**Run 1: sequential cells grouped by signal name**

Scale: 2 px per µm.
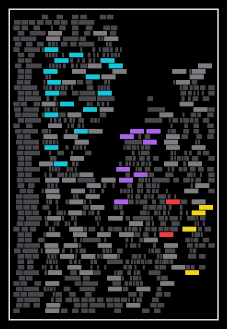
**Run 1: signal wires by layer**

Scale: 2 px per µm.
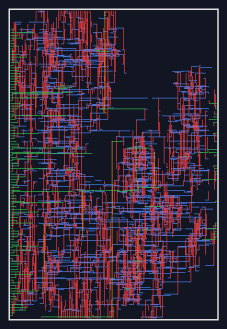
**Run 1: clock wiring as the flow saved it**

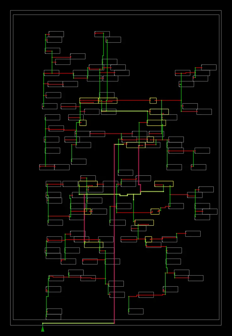
[src/rtl/i2s_src_arbiter.sv]
// i2s_src_arbiter
//   Shares one I2S playback path among N_SRC requesters. Round-robin grant,
//   1-entry stereo sample buffer, one write per sample-request pulse,
//   zero-fill on underrun, grant revocation after TIMEOUT consecutive
//   underruns, and PRIME zero writes after reset to pre-fill the CDC FIFO.
//
//   state | meaning
//   PRIME | writing PRIME zero samples after reset
//   IDLE  | no owner; zero-fill requests, pick next eligible source
//   OWN   | one source owns the path and feeds the buffer
//
// Ports:
//   i_clk, i_reset          clock, synchronous active-high reset
//   i_req[N_SRC]            per-source ownership request (level)
//   i_audio_l/r             packed per-source samples, source k at [k*DATA_BIT +: DATA_BIT]
//   i_valid / o_ready       per-source sample handshake
//   o_grant                 one-hot owner, zero when idle
//   i_data_ready            one-cycle sample request from the CDC block
//   o_audio_l/r, o_data_valid  sample write to the CDC block
//   o_underrun_cnt          saturating count of zero-filled samples while owned
module i2s_src_arbiter #(
  parameter int DATA_BIT = 16,
  parameter int N_SRC    = 4,
  parameter int TIMEOUT  = 8,
  parameter int PRIME    = 2
) (
  input  logic                      i_clk,
  input  logic                      i_reset,
  input  logic [N_SRC-1:0]          i_req,
  input  logic [N_SRC*DATA_BIT-1:0] i_audio_l,
  input  logic [N_SRC*DATA_BIT-1:0] i_audio_r,
  input  logic [N_SRC-1:0]          i_valid,
  output logic [N_SRC-1:0]          o_ready,
  output logic [N_SRC-1:0]          o_grant,
  input  logic                      i_data_ready,
  output logic [DATA_BIT-1:0]       o_audio_l,
  output logic [DATA_BIT-1:0]       o_audio_r,
  output logic                      o_data_valid,
  output logic [15:0]               o_underrun_cnt
);

  localparam int IW = $clog2(N_SRC);

  typedef enum logic [1:0] {S_PRIME, S_IDLE, S_OWN} state_t;

  state_t              state;
  logic [3:0]          prime_cnt;
  logic [IW-1:0]       rr_ptr;
  logic [IW-1:0]       g_idx;
  logic [N_SRC-1:0]    mask;
  logic [7:0]          cons_cnt;
  logic                buf_full;
  logic [DATA_BIT-1:0] buf_l;
  logic [DATA_BIT-1:0] buf_r;

  logic [N_SRC-1:0]    elig;
  logic                pick_found;
  logic [IW-1:0]       pick_idx;
  logic                xfer;
  logic                underrun_hit;
  logic                timeout_hit;
  logic                release_hit;
  logic [DATA_BIT-1:0] sel_l;
  logic [DATA_BIT-1:0] sel_r;

  assign elig = i_req & ~mask;

  // First eligible source at or after the round-robin pointer, wrapping.
  always_comb begin
    int j;
    pick_found = 1'b0;
    pick_idx   = '0;
    j          = 0;
    for (int i = 0; i < N_SRC; i++) begin
      j = int'(rr_ptr) + i;
      if (j >= N_SRC) j = j - N_SRC;
      if (!pick_found && elig[j]) begin
        pick_found = 1'b1;
        pick_idx   = IW'(j);
      end
    end
  end

  // Grant is zero outside OWN, so ready is confined to the owner.
  assign o_ready      = buf_full ? '0 : o_grant;
  assign xfer         = |(i_valid & o_ready);
  assign sel_l        = i_audio_l[g_idx*DATA_BIT +: DATA_BIT];
  assign sel_r        = i_audio_r[g_idx*DATA_BIT +: DATA_BIT];
  assign underrun_hit = (state == S_OWN) && i_data_ready && !buf_full;
  assign timeout_hit  = underrun_hit && ((cons_cnt + 8'd1) == 8'(TIMEOUT));
  assign release_hit  = (state == S_OWN) && !i_req[g_idx];

  always_ff @(posedge i_clk) begin
    if (i_reset) begin
      state          <= S_PRIME;
      prime_cnt      <= '0;
      rr_ptr         <= '0;
      g_idx          <= '0;
      mask           <= '0;
      cons_cnt       <= '0;
      buf_full       <= 1'b0;
      buf_l          <= '0;
      buf_r          <= '0;
      o_grant        <= '0;
      o_audio_l      <= '0;
      o_audio_r      <= '0;
      o_data_valid   <= 1'b0;
      o_underrun_cnt <= '0;
    end else begin
      o_data_valid <= 1'b0;
      // A source's mask clears once its request is seen low.
      mask <= mask & i_req;
      case (state)
        S_PRIME: begin
          // Sample requests here are absorbed by the priming writes.
          if (PRIME == 0) begin
            state <= S_IDLE;
          end else begin
            o_data_valid <= 1'b1;
            o_audio_l    <= '0;
            o_audio_r    <= '0;
            prime_cnt    <= prime_cnt + 4'd1;
            if (prime_cnt == 4'(PRIME - 1)) state <= S_IDLE;
          end
        end
        S_IDLE: begin
          if (i_data_ready) begin
            o_data_valid <= 1'b1;
            o_audio_l    <= '0;
            o_audio_r    <= '0;
          end
          if (pick_found) begin
            o_grant  <= N_SRC'(1) << pick_idx;
            g_idx    <= pick_idx;
            cons_cnt <= '0;
            state    <= S_OWN;
          end
        end
        S_OWN: begin
          if (i_data_ready) begin
            o_data_valid <= 1'b1;
            if (buf_full) begin
              o_audio_l <= buf_l;
              o_audio_r <= buf_r;
              buf_full  <= 1'b0;
              cons_cnt  <= '0;
            end else begin
              o_audio_l <= '0;
              o_audio_r <= '0;
              cons_cnt  <= cons_cnt + 8'd1;
              if (o_underrun_cnt != 16'hFFFF) o_underrun_cnt <= o_underrun_cnt + 16'd1;
            end
          end
          // No bypass: a sample arriving with a coincident request is held.
          if (xfer) begin
            buf_l    <= sel_l;
            buf_r    <= sel_r;
            buf_full <= 1'b1;
          end
          if (release_hit || timeout_hit) begin
            o_grant  <= '0;
            buf_full <= 1'b0;
            rr_ptr   <= (g_idx == IW'(N_SRC - 1)) ? '0 : g_idx + 1'b1;
            state    <= S_IDLE;
            if (timeout_hit && i_req[g_idx]) mask[g_idx] <= 1'b1;
          end
        end
        default: state <= S_IDLE;
      endcase
    end
  end

endmodule

[config.mk]
export PLATFORM = sky130hd
export DESIGN_NAME = i2s_src_arbiter
export DESIGN_NICKNAME = d
export VERILOG_FILES = /design/src/rtl/i2s_src_arbiter.sv
export SDC_FILE = /design/constraint.sdc
export NUM_CORES = 1
export LEC_CHECK = 0
export CORE_ASPECT_RATIO = 1.5
export CORE_UTILIZATION = 35
export CTS_CLUSTER_SIZE = 24
export DETAILED_ROUTE_END_ITERATION = 12
export HOLD_SLACK_MARGIN = 0.12
export PLACE_DENSITY = 0.65
export SETUP_SLACK_MARGIN = 0.4
export SLEW_MARGIN = 20
export SYNTH_ARGS = -nofsm -noshare
export SYNTH_HDL_FRONTEND = slang
export SYNTH_SLANG_ARGS = --single-unit
[constraint.sdc]
create_clock -name i_clk -period 5.88 [get_ports i_clk]
set_input_delay 0.588 -clock i_clk [delete_from_list [all_inputs] [get_ports i_clk]]
set_output_delay 0.588 -clock i_clk [all_outputs]
set_load 0.05 [all_outputs]
==> flow_summary.toml, run 1 <==
# physical design summary
[synthesis]
ys_area_um2 = 5420
area_leaders = "dfxtp_1, mux4_2, nand2_1"
synthTopCellsByCount = "nand2_1, dfxtp_1, a21oi_1, nand3_1, nor2_1"
ys.flops = 108
async_reset_ff_frac = 0
synth.most_common_cell = "nand2_1"
ys_seq_frac = 0.399
syn_area_um2 = 5420

[sta]
slew_headroom = 0.435
finalHoldViolCount = 0
slew_viol_final = 0
grt_setup_unrepaired = "no"
finalSetupViolCount = 0
setup-tns-final_ps = 0

[placed_design]
portBuffers = 195
gp_congestion = 0.810
dp.cells = 968

[cts]
clk_latency_ps = 350
numCtsBuffers = 9
ctsResizeCount = 0
ctsHoldBuffers = 0
post-cts-setup-buffers = 0
h-tree-depth = 3

[global_route]
track_usage = 0.186
grt_pass1_wl_um = 24300
gr-total-overflow = 0

[floorplan]
io_pins = 196
fp_util = 0.358
rows = 55
die_area_um2 = 16000

[worst_setup_path]
critPathLaunch = "i_data_ready"
critical_path_class = "in -> reg"
cp-start-kind = "input port"
slowest_delay_ps = 550
r2r_slack_ps = 3370
cpMaxStageDelayCell = "clkdlybuf4s50_1"
crit_chain = "clkdlybuf4s50_1 -> and3b_1 -> nand3_1 -> nor3_1 -> o21a_1 -> o31a_4 -> mux2_4"
critPathMaxFanout = 10

[cells_and_area]
final_nets = 932
final_cell_count_no_fill = 983
antenna_cells = 0
drive_gt1_frac = 0.0842

[power_and_ir_drop]
ir_drop_mv = 0.154

[detailed_routing]
drt-initial-drc-count = 152

[run_status]
outcome = "finished, final reports clean"

[hold_path]
min_path_type = "reg -> reg"
## Picture notes: 'sequential cells grouped by signal name'
`buf_r` -> cyan  # placed flops 16, where north-west
`cons_cnt` -> purple  # placed flops 8, where centre
`state` -> red  # placed flops 2
`prime_cnt` -> yellow  # placed flops 4
not coloured = 78
Seq group: 0.797 mW
register area: 2160 µm²
flop share of the area: 0.279
fin util: 0.513

## Picture notes: 'signal wires by layer'
M1 -> blue  # wire length 5610 µm
M3 -> green  # wire length 879 µm
M2 -> red  # wire length 7960 µm
M4 -> orange  # wire length 259 µm
total number of vias: 5100
Total Wirelength: 14700 µm
drt wl/cell: 15.0 µm

## Picture notes: 'clock wiring as the flow saved it'
flop count: 108
Clock group: 0.578 mW
clkbuf count: 9
number of clock sinks: 108
setup skew after layout: 9.14 ps

==> run 1: where the power goes <==
group | internal (mW) | switching [mW] | total [mW]
sequential | 0.762 | 0.0357 | 0.797
combinational | 0.274 | 0.313 | 0.587
clock | 0.294 | 0.283 | 0.578
total | 1.33 | 0.632 | 1.96
==> run 1: cell type report <==
class	count	area, µm²
flip-flops and latches	108	2160
multi-input cells	451	3050
repair buffers	200	1990
clock inverters	6	55.1
well taps	199	249
fillers	1464	7370
clock buffers	9	225
inverters	10	37.5
==> run 1: cells in the final DEF (no fill, tap or decap), types with 6 or more instances in the layout <==
| master | Yosys | routed |
|---|---|---|
| nand2_1 | 116 | 116 |
| inv_1 | 8 | 8 |
| clkbuf_16 | 0 | 9 |
| xnor2_1 | 7 | 7 |
| nand4_1 | 8 | 8 |
| nand2b_1 | 6 | 6 |
| clkdlybuf4s50_1 | 0 | 194 |
| o21ai_0 | 13 | 13 |
| dfxtp_1 | 108 | 106 |
| a21oi_1 | 80 | 79 |
| nor2_1 | 42 | 41 |
| nand3_1 | 46 | 46 |
| xor2_1 | 14 | 14 |
| nor2b_1 | 11 | 11 |
| mux4_2 | 33 | 33 |
| ha_1 | 13 | 13 |
==> run 1: state kept, by name, summed over array words and instances, names as in the netlist <==
register and flops:
buf_l 16, buf_r 16, o_audio_l 16, o_audio_r 16
o_underrun_cnt 16, cons_cnt 8, mask 4, o_grant 4
prime_cnt 4, g_idx 2, rr_ptr 2, state 2
buf_full 1, o_data_valid 1
==> run 1: worst paths after layout <==
check	cells past startpoint	to
min	2	o_audio_r[9]
min reg2reg	2	o_audio_r[9]
max	7	o_grant[0]
max reg2reg	8	o_grant[0]
==> run 1: cell families (layout without fill, tap and decap cells) <==
| family | count (synthesis) | in the layout | synth area share |
|---|---|---|---|
| simple gates | 262 | 262 | 0.224 |
| compound gates | 116 | 116 | 0.123 |
| flops | 108 | 108 | 0.399 |
| buf+inv | 54 | 225 | 0.0408 |
| mux | 39 | 39 | 0.149 |
| xor+xnor | 21 | 21 | 0.0339 |
| fa+ha+maj | 13 | 13 | 0.0300 |
==> run 1: metrics by stage <==
step                       util  setup slack, ps  total power [mW]  cell area (µm²)
after detailed placement  0.494             2950              1.41             7480
final                     0.513             3290              1.96             7770
after CTS                 0.513             3310              1.99             7760
after global placement    0.494             3030              1.39             7480
after global routing      0.513             3180              2.06             7770
after floorplan               -             3800              1.19             5420
==> run 1: critical path: cells and delay by family <==
kind	cells	cell delay (ps)
and+or+nand+nor	3	700
AOI/OAI and AO/OA	2	670
buffers and inverters	1	550
muxes	1	300
==> run 1: metal layers <==
metal  part of all wire  routed length [µm]  up-vias  GRT usage
met2               0.54                7960      178      0.359
met5                  0                   0        -          0
met3              0.060                 878       14     0.0438
li1                   -                   -     2495          -
met4              0.018                 259        0     0.0600
met1               0.38                5610     2413      0.196
==> run 2: changes to the inputs <==
clock period = 2.62 ns   (was 5.88 ns; I/O delays follow)
==> run 2 against run 1 <==
- critical path depth fell by 1
- non-clock buffer count rose by 4
- setup slack got worse by 2700 ps
- cell area rose by 0.77%
- area after synthesis did not move
- clock skew fell by 1.2 ps
- power rose by 130%
- critical path type unchanged
- largest cell class unchanged
- largest power group unchanged
- highest routed layer unchanged
==> flow_summary.toml, run 2 <==
# physical design summary
[worst_setup_path]
r2r_slack_ps = 570
slowest_delay_ps = 540
crit_chain = "clkdlybuf4s50_1 -> nor2b_1 -> nor2_1 -> a311oi_1 -> or3b_2 -> mux2i_1"

[run_status]
outcome = "finished, final reports clean"

[sta]
clock_skew_ps = 7.93
setup-tns-final_ps = 0
finalHoldViolCount = 0

[cells_and_area]
lay_top_cells = "clkdlybuf4s50_1, nand2_1, dfxtp_1"
n_fill_cell = 1420
final_nets = 936
antenna_cells = 0

[floorplan]
die_area_um2 = 16000

[placed_design]
gp_congestion = 0.886

[power_and_ir_drop]
p_int_mw = 3.02
p_comb_frac = 0.304

[synthesis]
ys_area_um2 = 5420
ys.flops = 108
async_reset_ff_frac = 0

[global_route]
grt_pass1_wl_um = 24700

[cts]
numCtsBuffers = 9
clk_latency_ps = 350
ctsHoldBuffers = 0
post-cts-setup-buffers = 0

[detailed_routing]
num_vias = 5151

[hold_path]
min_path_type = "in -> reg"
-- run 2: cell counts after synthesis --
No cell type changed its count.
-- run 2: kinds of logic after synthesis --
family | synth area share
XOR/XNOR | 0.0339
AND/OR/NAND/NOR | 0.224
multiplexers | 0.149
flip-flops | 0.399
AND-OR/OR-AND | 0.123
adder cells (fa/ha/maj) | 0.0300
buffers and inverters | 0.0408
-- run 2: worst paths after layout --
path                startpoint           end  cells after the start
hold / removal         i_reset       mask[0]                      2
hold reg to reg   o_audio_r[7]  o_audio_r[7]                      2
setup / recovery      i_req[3]    o_grant[2]                      6
setup reg to reg      state[0]   cons_cnt[6]                      8
-- run 2: per-layer routing --
| layer | share of wire | GRT usage | vias to the layer above | routed length [µm] |
|---|---|---|---|---|
| met5 | 0 | 0 | - | 0 |
| met4 | 0.027 | 0.0752 | 0 | 400 |
| met3 | 0.064 | 0.0430 | 25 | 960 |
| met2 | 0.53 | 0.357 | 190 | 8000 |
| met1 | 0.38 | 0.202 | 2434 | 5630 |
| li1 | - | - | 2502 | - |
-- run 2: through the flow --
stage                     setup slack (ps)  instance area (µm²)
after floorplan                        543                 5420
final                                  565                 7830
after global placement                 261                 7510
after global routing                   406                 7830
after CTS                              440                 7810
after detailed placement               128                 7510
-- run 2: power groups by stage --
| stage | clock, mW | combinational, mW | sequential, mW |
|---|---|---|---|
| floorplan | 0 | 0.820 | 1.86 |
| global placement | 0 | 1.33 | 1.80 |
| detailed placement | 0 | 1.35 | 1.81 |
| CTS | 1.38 | 1.36 | 1.77 |
| global route | 1.46 | 1.47 | 1.78 |
| finish | 1.35 | 1.36 | 1.77 |
-- run 2: cell type report --
type,instances,area (µm²),share of cell area
Clock buffer,10,239,0.0305
Clock inverter,6,51.3,0.00655
Inverter,10,37.5,0.00480
Multi-Input combinational cell,451,3070,0.392
Sequential cell,108,2170,0.277
Tap cell,199,249,0.0318
Timing Repair Buffer,204,2020,0.258
**Run 2: sequential cells grouped by signal name**

Scale: 2 px per µm.
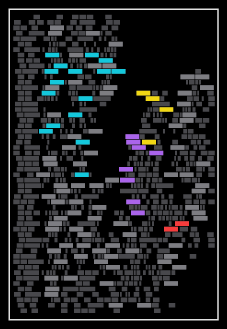
`state` -> red  # placed flops 2
`cons_cnt` -> purple  # placed flops 8, where centre
`buf_r` -> cyan  # placed flops 16
`prime_cnt` -> yellow  # placed flops 4
not coloured = 78
register area: 2170 µm²
fin util: 0.517
Seq group: 1.77 mW
flop share of the area: 0.277

**Run 2: wires at chosen ports, followed through buffers**

Scale: 3 px per µm.
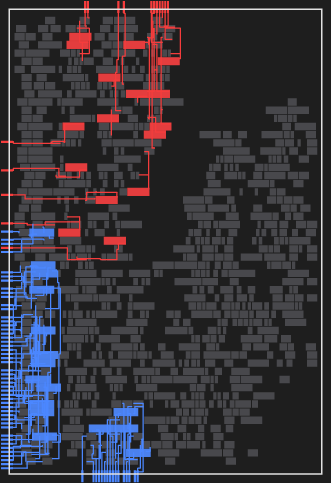
`o_audio_r` -> red  # direction output, end cells 16, buffers 16, wire 587 µm
`i_audio_l` -> blue  # direction input, end cells 16, buffers 64, wire 1280 µm
I/O Pins: 196
Port Buffers: 195

**Run 2: logic cells by family**

Scale: 2 px per µm.
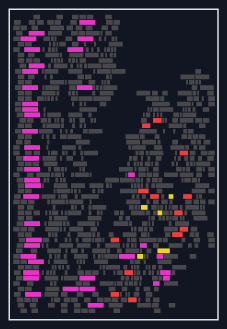
non-inverting ao/oa cells -> yellow  # cells 5, most used o21a_1
fa/ha/maj cells -> red  # cells 13, most used ha_1
mux cells -> magenta  # cells 39, most used mux4_2
Comb/total area: 0.392
most instantiated logic cell after routing: clkdlybuf4s50_1
Finished Layout Cells: 988

Power figures rest on the tool's default switching activity, not on a simulated workload.
